<file path="config.mk">
export PLATFORM = sky130hd
export DESIGN_NAME = moore_seq_detector_param_flat
export DESIGN_NICKNAME = d
export VERILOG_FILES = /design/src/rtl/moore_seq_detector_param_pkg.sv /design/src/rtl/moore_seq_detector_param_if.sv /design/src/rtl/moore_seq_detector_param_sat_counter.sv /design/src/rtl/moore_seq_detector_param.sv /design/src/flat_wrapper.sv
export SDC_FILE = /design/constraint.sdc
export NUM_CORES = 1
export LEC_CHECK = 0
export CORE_UTILIZATION = 46
export CTS_CLUSTER_DIAMETER = 60
export DETAILED_ROUTE_END_ITERATION = 8
export GPL_TIMING_DRIVEN = 0
export PLACE_DENSITY_LB_ADDON = 0.12
export SYNTH_ARGS = -nofsm -noshare
export SYNTH_HDL_FRONTEND = slang
export SYNTH_SLANG_ARGS = --single-unit
</file>
<file path="constraint.sdc">
create_clock -name clk -period 2.1 [get_ports clk]
set_clock_uncertainty 0.1 [all_clocks]
set_input_delay 0.21 -clock clk [delete_from_list [all_inputs] [get_ports clk]]
set_output_delay 0.21 -clock clk [all_outputs]
set_load 0.02 [all_outputs]
</file>
<file path="src/rtl/moore_seq_detector_param_pkg.sv">
// Shared types and helpers for the parametrised Moore sequence detector.
// FSM encodings live here so every lab block decodes the state the same way.
package moore_seq_detector_param_pkg;

  typedef enum logic {
    ST_FILL  = 1'b0,
    ST_TRACK = 1'b1
  } state_e;

  localparam int unsigned DEF_PAT_LEN = 4;
  localparam int unsigned DEF_CNT_W   = 8;

  // Fill counter must hold 0..pat_len inclusive.
  function automatic int unsigned fill_width(input int unsigned pat_len);
    return $clog2(pat_len + 1);
  endfunction

endpackage

</file>
<file path="src/rtl/moore_seq_detector_param_if.sv">
// Serial-input / status-output bundle of the sequence detector.
interface moore_seq_detector_param_if #(
  parameter int unsigned CNT_W = 8
);
  logic             en;
  logic             w;
  logic             clr_cnt;
  logic             z;
  logic             z_a;
  logic             z_b;
  logic [CNT_W-1:0] match_cnt;
  logic             cnt_sat;

  modport master (
    output en, w, clr_cnt,
    input  z, z_a, z_b, match_cnt, cnt_sat
  );

  modport slave (
    input  en, w, clr_cnt,
    output z, z_a, z_b, match_cnt, cnt_sat
  );
endinterface

</file>
<file path="src/rtl/moore_seq_detector_param_sat_counter.sv">
// Saturating up-counter with synchronous clear; clear beats increment.
module sat_counter #(
  parameter int unsigned W = 8
) (
  input  logic         clk,
  input  logic         reset_n,
  input  logic         clr,
  input  logic         inc,
  output logic [W-1:0] cnt,
  output logic         sat
);
  logic [W-1:0] r_cnt;
  logic         r_sat;
  logic [W-1:0] w_cnt_nxt;

  always_comb begin
    w_cnt_nxt = r_cnt;
    if (clr) begin
      w_cnt_nxt = '0;
    end else if (inc && !r_sat) begin
      w_cnt_nxt = r_cnt + W'(1);
    end
  end

  // Saturation flag tracks the next count so it lines up with cnt.
  always_ff @(posedge clk) begin
    if (!reset_n) begin
      r_cnt <= '0;
      r_sat <= 1'b0;
    end else begin
      r_cnt <= w_cnt_nxt;
      r_sat <= &w_cnt_nxt;
    end
  end

  assign cnt = r_cnt;
  assign sat = r_sat;
endmodule

</file>
<file path="src/rtl/moore_seq_detector_param.sv">
// Moore serial detector for two programmable patterns with optional overlap
// and a saturating match counter.
module moore_seq_detector_param
  import moore_seq_detector_param_pkg::*;
#(
  parameter int unsigned       PAT_LEN = DEF_PAT_LEN,
  parameter logic [PAT_LEN-1:0] PAT_A  = PAT_LEN'(4'b1111),
  parameter logic [PAT_LEN-1:0] PAT_B  = PAT_LEN'(4'b1001),
  parameter bit                OVERLAP = 1'b1,
  parameter int unsigned       CNT_W   = DEF_CNT_W
) (
  input  logic                        clk,
  input  logic                        reset_n,
  moore_seq_detector_param_if.slave   bus
);
  localparam int unsigned FILL_W = fill_width(PAT_LEN);
  localparam logic [FILL_W-1:0] FILL_FULL = FILL_W'(PAT_LEN);

  state_e              r_state;
  state_e              w_state_nxt;
  logic [PAT_LEN-1:0]  r_hist;
  logic [PAT_LEN-1:0]  w_hist_nxt;
  logic [FILL_W-1:0]   r_fill;
  logic [FILL_W-1:0]   w_fill_nxt;
  logic                r_z_a;
  logic                r_z_b;
  logic                r_z;
  logic                w_z_a_nxt;
  logic                w_z_b_nxt;
  logic                w_match_a;
  logic                w_match_b;
  logic                w_inc;
  logic                w_full;

  always_ff @(posedge clk) begin
    if (!reset_n) begin
      r_state <= ST_FILL;
      r_hist  <= '0;
      r_fill  <= '0;
      r_z_a   <= 1'b0;
      r_z_b   <= 1'b0;
      r_z     <= 1'b0;
    end else begin
      r_state <= w_state_nxt;
      r_hist  <= w_hist_nxt;
      r_fill  <= w_fill_nxt;
      r_z_a   <= w_z_a_nxt;
      r_z_b   <= w_z_b_nxt;
      r_z     <= w_z_a_nxt | w_z_b_nxt;
    end
  end

  // Matches are judged on the post-shift history and post-increment fill.
  always_comb begin
    w_state_nxt = r_state;
    w_hist_nxt  = r_hist;
    w_fill_nxt  = r_fill;
    w_z_a_nxt   = r_z_a;
    w_z_b_nxt   = r_z_b;
    w_match_a   = 1'b0;
    w_match_b   = 1'b0;
    w_inc       = 1'b0;
    w_full      = 1'b0;

    if (r_fill > FILL_FULL) begin
      w_fill_nxt  = '0;
      w_state_nxt = ST_FILL;
      w_z_a_nxt   = 1'b0;
      w_z_b_nxt   = 1'b0;
    end else if (bus.en) begin
      w_hist_nxt = {r_hist[PAT_LEN-2:0], bus.w};
      if (r_state == ST_FILL) begin
        w_fill_nxt = r_fill + FILL_W'(1);
      end
      w_full      = (w_fill_nxt == FILL_FULL);
      w_state_nxt = w_full ? ST_TRACK : ST_FILL;
      w_match_a   = w_full && (w_hist_nxt == PAT_A);
      w_match_b   = w_full && (w_hist_nxt == PAT_B);
      w_z_a_nxt   = w_match_a;
      w_z_b_nxt   = w_match_b;
      w_inc       = w_match_a | w_match_b;
      if (!OVERLAP && w_inc) begin
        w_fill_nxt  = '0;
        w_state_nxt = ST_FILL;
      end
    end
  end

  logic [CNT_W-1:0] w_cnt;
  logic             w_sat;

  sat_counter #(
    .W (CNT_W)
  ) u_cnt (
    .clk     (clk),
    .reset_n (reset_n),
    .clr     (bus.clr_cnt),
    .inc     (w_inc),
    .cnt     (w_cnt),
    .sat     (w_sat)
  );

  assign bus.z         = r_z;
  assign bus.z_a       = r_z_a;
  assign bus.z_b       = r_z_b;
  assign bus.match_cnt = w_cnt;
  assign bus.cnt_sat   = w_sat;
endmodule

</file>
<file path="src/flat_wrapper.sv">
// flat-port wrapper written by rule: the top's interface ports become plain ports
module moore_seq_detector_param_flat import moore_seq_detector_param_pkg::*;
#(
  parameter int unsigned       PAT_LEN = DEF_PAT_LEN,
  parameter logic [PAT_LEN-1:0] PAT_A  = PAT_LEN'(4'b1111),
  parameter logic [PAT_LEN-1:0] PAT_B  = PAT_LEN'(4'b1001),
  parameter bit                OVERLAP = 1'b1,
  parameter int unsigned       CNT_W   = DEF_CNT_W
)
  (clk, reset_n, bus_en, bus_w, bus_clr_cnt, bus_z, bus_z_a, bus_z_b, bus_match_cnt, bus_cnt_sat);
  moore_seq_detector_param_if #(.CNT_W(CNT_W)) bus_i ();
  input  logic clk;
  input  logic reset_n;
  input wire logic [$bits(bus_i.en)-1:0] bus_en;
  input wire logic [$bits(bus_i.w)-1:0] bus_w;
  input wire logic [$bits(bus_i.clr_cnt)-1:0] bus_clr_cnt;
  output wire logic [$bits(bus_i.z)-1:0] bus_z;
  output wire logic [$bits(bus_i.z_a)-1:0] bus_z_a;
  output wire logic [$bits(bus_i.z_b)-1:0] bus_z_b;
  output wire logic [$bits(bus_i.match_cnt)-1:0] bus_match_cnt;
  output wire logic [$bits(bus_i.cnt_sat)-1:0] bus_cnt_sat;
  assign bus_i.en = bus_en;
  assign bus_i.w = bus_w;
  assign bus_i.clr_cnt = bus_clr_cnt;
  assign bus_z = bus_i.z;
  assign bus_z_a = bus_i.z_a;
  assign bus_z_b = bus_i.z_b;
  assign bus_match_cnt = bus_i.match_cnt;
  assign bus_cnt_sat = bus_i.cnt_sat;
  moore_seq_detector_param #(.PAT_LEN(PAT_LEN), .PAT_A(PAT_A), .PAT_B(PAT_B), .OVERLAP(OVERLAP), .CNT_W(CNT_W)) u_core (.clk(clk), .reset_n(reset_n), .bus(bus_i));
endmodule
</file>
run_1/floorplan.png
The bar under the picture is 10 µm long. Pins as bars on the die edge. Tap cells in gray.
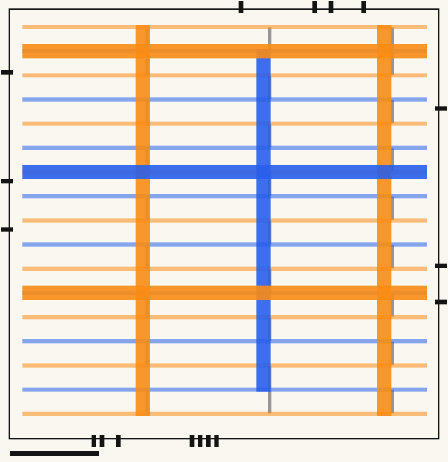
color	net
blue	VDD
orange	VSS
met1 rails	17
tap cells	27
met4 straps	3
peak supply drop: 415 µV
Core ar.: 0.00198 mm²
chip height: 48.2 µm

run_1/ff_map.png
Other sequential cells in the stronger gray, the rest of the logic in the fainter gray.
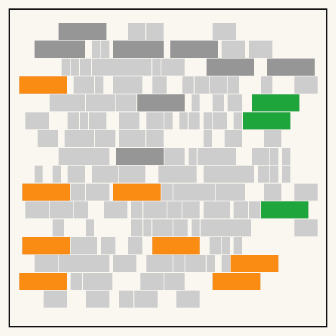
color	netlist name	placed flops
green	u_core.r_hist	3
orange	u_core.u_cnt.cnt	8
Final Util: 68.0%
sequential cell area: 383 µm²

==> results_dict.tcl, run 1 <==
# implementation run metrics
set metrics [dict create \
    netlist_area_um2 980 \
    rows 16 \
    fp.dieW_um 48.2 \
    fp_util_pct 49.4 \
    comb_share_pct 50.1 \
    power.total_mw 0.646 \
    slew_headroom_pct 72.4 \
    yosysMostFrequentCell "dfxtp_1" \
    status "finished clean" \
    antennaDiodeCount 0 \
    finalHoldViolCount 0 \
    cp_cell_sequence "inv_1 -> ha_4 -> nor3b_2 -> a21oi_2 -> buf_6 -> o41ai_1 -> a21oi_1 -> and4b_1" \
    synthAdderAreaFrac_pct 3.83 \
    hold-worst-slack_ps 395 \
    worst-r2r-cell-count 8 \
    timing.rr.start "u_core.r_fill[1]" \
    grt_pass1_wl_um 3480 \
    post-cts-setup-buffer-count 5 \
    dominant_cells "logic gates" \
    tightestPinTransition_ps 415 \
]
run_1/closeup.png
Region (23, 0) to (48, 25) µm. Cells in gray, sequential cells in the stronger gray; small squares are vias.
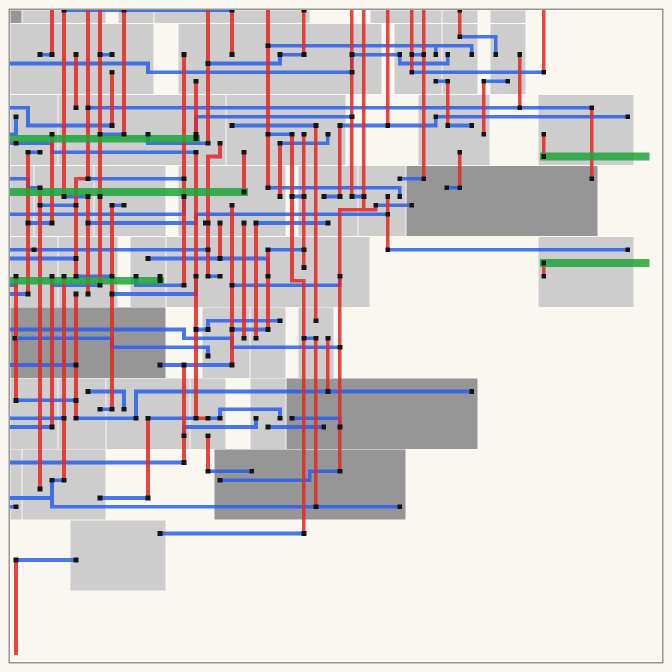
color	layer
blue	M1
green	M3
red	M2
most frequent	nand2_1 (4), dfxtp_1 (4), clkdlybuf4s50_1 (3)
sequential cells in the window	4
cells with their middle in the window	33
netlist names of flops here include	u_core.u_cnt.cnt (3), u_core.r_hist (1)

run 1: worst max-delay path, delay by kind of cell, from the launching register on:
family	cells	cell delay, ps
DFF	1	330
buffers and inverters	2	260
AOI/OAI and AO/OA	3	610
and+or+nand+nor	2	400
adders and majority gates	1	220
run 1: power by group:
group          leakage, nW  switching (mW)  internal (mW)
Clock               0.0177           0.117         0.0710
Combinational        0.268          0.0431         0.0394
Sequential           0.155         0.00689          0.369
Total                0.440           0.167          0.479
run 1: worst min path at each step:
stage                               from  slack [ps]               end
after detailed placement  u_core.bus.z_b         380    u_core.bus.z_b
after floorplan                  reset_n         260  u_core.r_hist[0]
after CTS                 u_core.bus.z_b         400    u_core.bus.z_b
after global placement    u_core.bus.z_a         370    u_core.bus.z_a
after global routing      u_core.bus.z_b         430    u_core.bus.z_b
final                     u_core.bus.z_b         390    u_core.bus.z_b
run 1: sequential cells by signal, indices dropped and copies added (netlist names):
| signal | cells |
|---|---|
| u_core.u_cnt.cnt | 8 |
| u_core.bus.z_a | 1 |
| u_core.r_hist | 3 |
| u_core.r_state | 1 |
| u_core.bus.z_b | 1 |
| u_core.r_fill | 3 |
| u_core.u_cnt.sat | 1 |
| u_core.bus.z | 1 |
run 1: through the flow:
step | TNS (ps) | area [µm²] | instances | worst slack [ps] | utilization [%]
floorplan | 0 | 981 | 110 | 28.1 | -
global placement | -243 | 1170 | 153 | -243 | 59.3
detailed placement | -251 | 1170 | 153 | -251 | 59.3
CTS | 0 | 1280 | 162 | 15.0 | 64.8
global route | -6.08 | 1350 | 162 | -6.08 | 68.0
finish | 0 | 1350 | 162 | 73.0 | 68.0
run_1/congestion_map.png
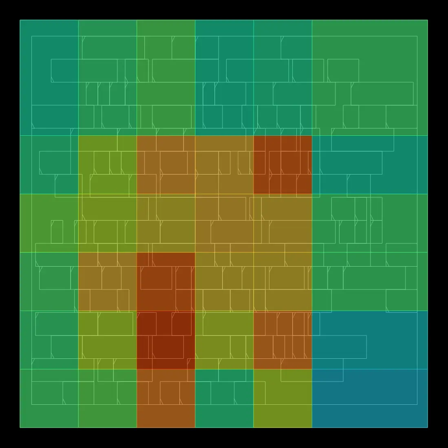

==> run 2: changes to the inputs <==
Settings changed: SETUP_SLACK_MARGIN set to 0.3.
run_2/congestion_map.png
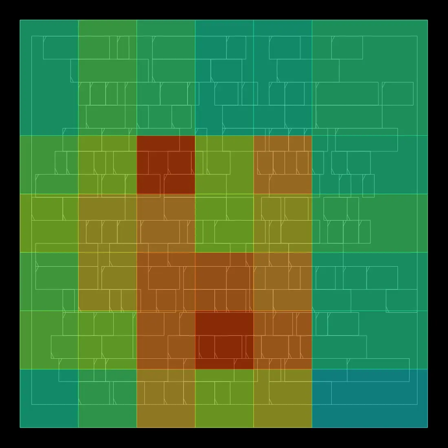
met3 Usage GRT: 3.33%
GRT met1 Usage: 30.6%

==> results_dict.tcl, run 2 <==
# implementation run metrics
set metrics [dict create \
    pwr-share-seq_pct 57.9 \
    cp_cell_sequence "inv_2 -> ha_4 -> or2b_4 -> nand4_2 -> or4_4 -> a22oi_2 -> and4b_1" \
    synthAdderAreaFrac_pct 3.83 \
    dpl_cell_area_mm2 0.00119 \
    coreArea_mm2 0.00198 \
    p_clk_share_pct 29.5 \
    grt_pass1_wl_um 3440 \
    antennaDiodeCount 0 \
    slew_headroom_pct 71.9 \
    dpl_worst_slack_ps -254 \
    power_switching_share_pct 26.4 \
    switchingPower_mw 0.173 \
    rows 16 \
    final_area_mm2 0.00137 \
    crit_family "simple AND/OR/NAND/NOR gates" \
    fp_util_pct 49.4 \
    die_h_um 48.2 \
    status "finished clean" \
    netlist_area_um2 980 \
    crit_type "flip-flop to flip-flop" \
    p_comb_share_pct 12.5 \
    vdd_drop_max_uv 296 \
    tightestPinTransition_ps 422 \
]
[run 2: cell counts after synthesis]
Identical to the previous run, type by type.
[run 2: repair_timing]
item,CTS,global route
setup endpoints to repair,7,13
pin swaps,4,4
buffers inserted,1,3
cloned,1,0
hold buffers,0,0
gates resized,7,15
[run 2: final timing paths]
check	start	end	slack, ps	depth (start not counted)
worst max-delay path	u_core.r_fill[0]	u_core.u_cnt.sat	60	7
worst min-delay path	u_core.bus.z_b	u_core.bus.z_b	400	2
worst max register to register	u_core.r_fill[0]	u_core.u_cnt.sat	60	7
worst min register to register	u_core.bus.z_b	u_core.bus.z_b	400	2
[run 2: layout make-up]
class	instances	area (µm²)	area share, %
clock buffers	3	22.5	1.65
well taps	27	33.8	2.47
plain buffers	3	18.8	1.37
flip-flops and latches	19	388	28.4
inverters	2	7.51	0.550
clock inverters	1	5.00	0.367
repair buffers	21	199	14.6
multi-input cells	86	691	50.6
[run 2: stage by stage]
step                hold WS [ps]  TNS [ps]  instances  utilization [%]  power, mW
floorplan                    264         0        110                -      0.432
global placement             375      -232        153             60.3      0.451
detailed placement           379      -254        153             60.3      0.453
CTS                          401         0        159             63.8      0.643
global route                 424  -0.00533        162             68.9      0.676
finish                       397         0        162             68.9      0.654
[run 2: kinds of logic after synthesis]
group           after synthesis
mux                           2
fa+ha+maj                     3
buf+inv                       5
xor+xnor                      7
compound gates               19
flops                        19
simple gates                 55
[run 2: power by group through the flow]
stage | combinational (mW) | sequential [mW] | clock [mW]
global placement | 0.0648 | 0.386 | 0
detailed placement | 0.0668 | 0.387 | 0
finish | 0.0818 | 0.379 | 0.193
CTS | 0.0697 | 0.378 | 0.195
floorplan | 0.0461 | 0.385 | 0
global route | 0.0902 | 0.380 | 0.206
run_2/layers.png
Only two layers are drawn.
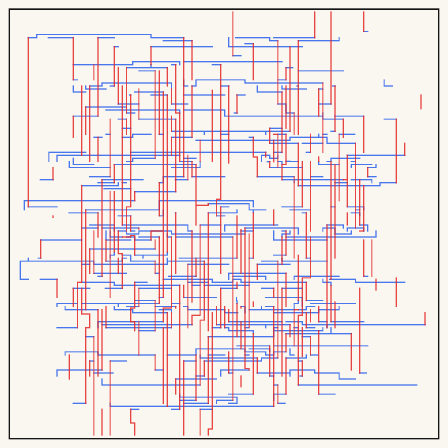

==> run 3: changes to the inputs <==
Settings changed: CORE_UTILIZATION 46 to 54, DONT_BUFFER_PORTS set to 1, SKIP_CTS_REPAIR_TIMING set to 1.
run_3/layers.png
Only two layers are drawn.
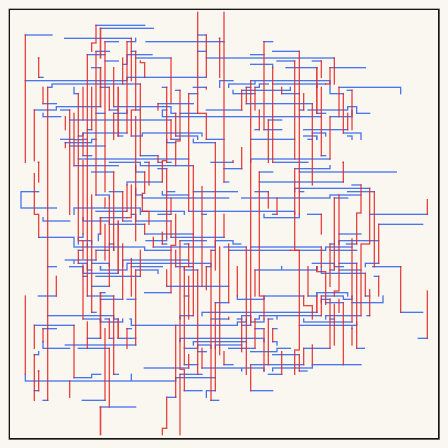
color	layer	wire length
red	M2	1020 µm
blue	M1	905 µm

==> results_dict.tcl, run 3 <==
# implementation run metrics
set metrics [dict create \
    status "finished clean" \
    tightestPinTransition_ps 408 \
    synthAdderAreaFrac_pct 3.83 \
    largest_reg_flops 8 \
    fin_util_pct 71.4 \
    hold_path_depth 2 \
    crit_type "flip-flop to flip-flop" \
    rr_endpoint "u_core.u_cnt.sat" \
    die_h_um 44.6 \
    min-delay-start "bus_clr_cnt" \
    timing.rr.start "u_core.u_cnt.cnt[0]" \
    antennaDiodeCount 0 \
    use_met1_pct 25.7 \
    seq_area_um2 392 \
    reg2reg_slack_ps 90 \
    slew_headroom_pct 72.8 \
    netlist_area_um2 980 \
    grt_pass1_wl_um 2990 \
    hold-worst-slack_ps 49.8 \
    drt_iter0_markers 7 \
    vdd_drop_max_uv 398 \
    synthCells 110 \
    grtUsageMet3_pct 7.35 \
    layout.cells.non_filler 146 \
    comb_area_um2 684 \
    worst-r2r-cell-count 5 \
    dpl.cell_count 135 \
    coreArea_mm2 0.00171 \
    drcViolationCount 0 \
    rows 15 \
]
## run 3: cell counts after synthesis
Identical to the previous run, type by type.
## run 3: critical path, delay by kind of cell, from the launching register on
family          cells  cell delay, ps
compound gates      1             190
flops               1             440
simple gates        4            1220
## run 3: power breakdown
group / internal, mW / switching, mW
sequential: 0.369 / 0.0107
combinational: 0.0310 / 0.0360
clock: 0.0741 / 0.116
total: 0.474 / 0.163
## run 3: cell type report
cell class | count | share of cell area (%)
Buffer | 3 | 1.54
Clock buffer | 4 | 2.15
Inverter | 2 | 0.615
Multi-Input combinational cell | 86 | 56.1
Sequential cell | 19 | 32.1
Tap cell | 25 | 2.56
Timing Repair Buffer | 7 | 4.92
## run 3: how the worst max path moves through the flow
| stage | from | end | slack [ps] | depth (start not counted) |
|---|---|---|---|---|
| floorplan | u_core.r_fill[0] | u_core.u_cnt.sat | 230 | 8 |
| global placement | u_core.r_fill[1] | u_core.u_cnt.sat | 40 | 7 |
| detailed placement | u_core.r_fill[1] | u_core.u_cnt.sat | 40 | 7 |
| CTS | u_core.r_fill[1] | u_core.u_cnt.sat | -1 | 7 |
| global route | u_core.r_hist[0] | u_core.u_cnt.sat | 20 | 5 |
| finish | u_core.u_cnt.cnt[0] | u_core.u_cnt.sat | 90 | 5 |
## run 3: per-stage QoR
stage               instance area [µm²]  worst slack, ps  power, mW  TNS (ps)
finish                             1220             92.6      0.637         0
global route                       1220             22.4      0.670         0
CTS                                1060            -1.30      0.622     -1.30
detailed placement                 1030             37.2      0.441         0
global placement                   1030             36.0      0.440         0
floorplan                          1000              226      0.432         0
## run 3: kinds of logic after synthesis
family | count (synthesis)
XOR/XNOR | 7
AND/OR/NAND/NOR | 55
AND-OR/OR-AND | 19
adder cells (fa/ha/maj) | 3
multiplexers | 2
flip-flops | 19
buffers and inverters | 5
No activity file was given, so power comes from the tool's default toggle rates.
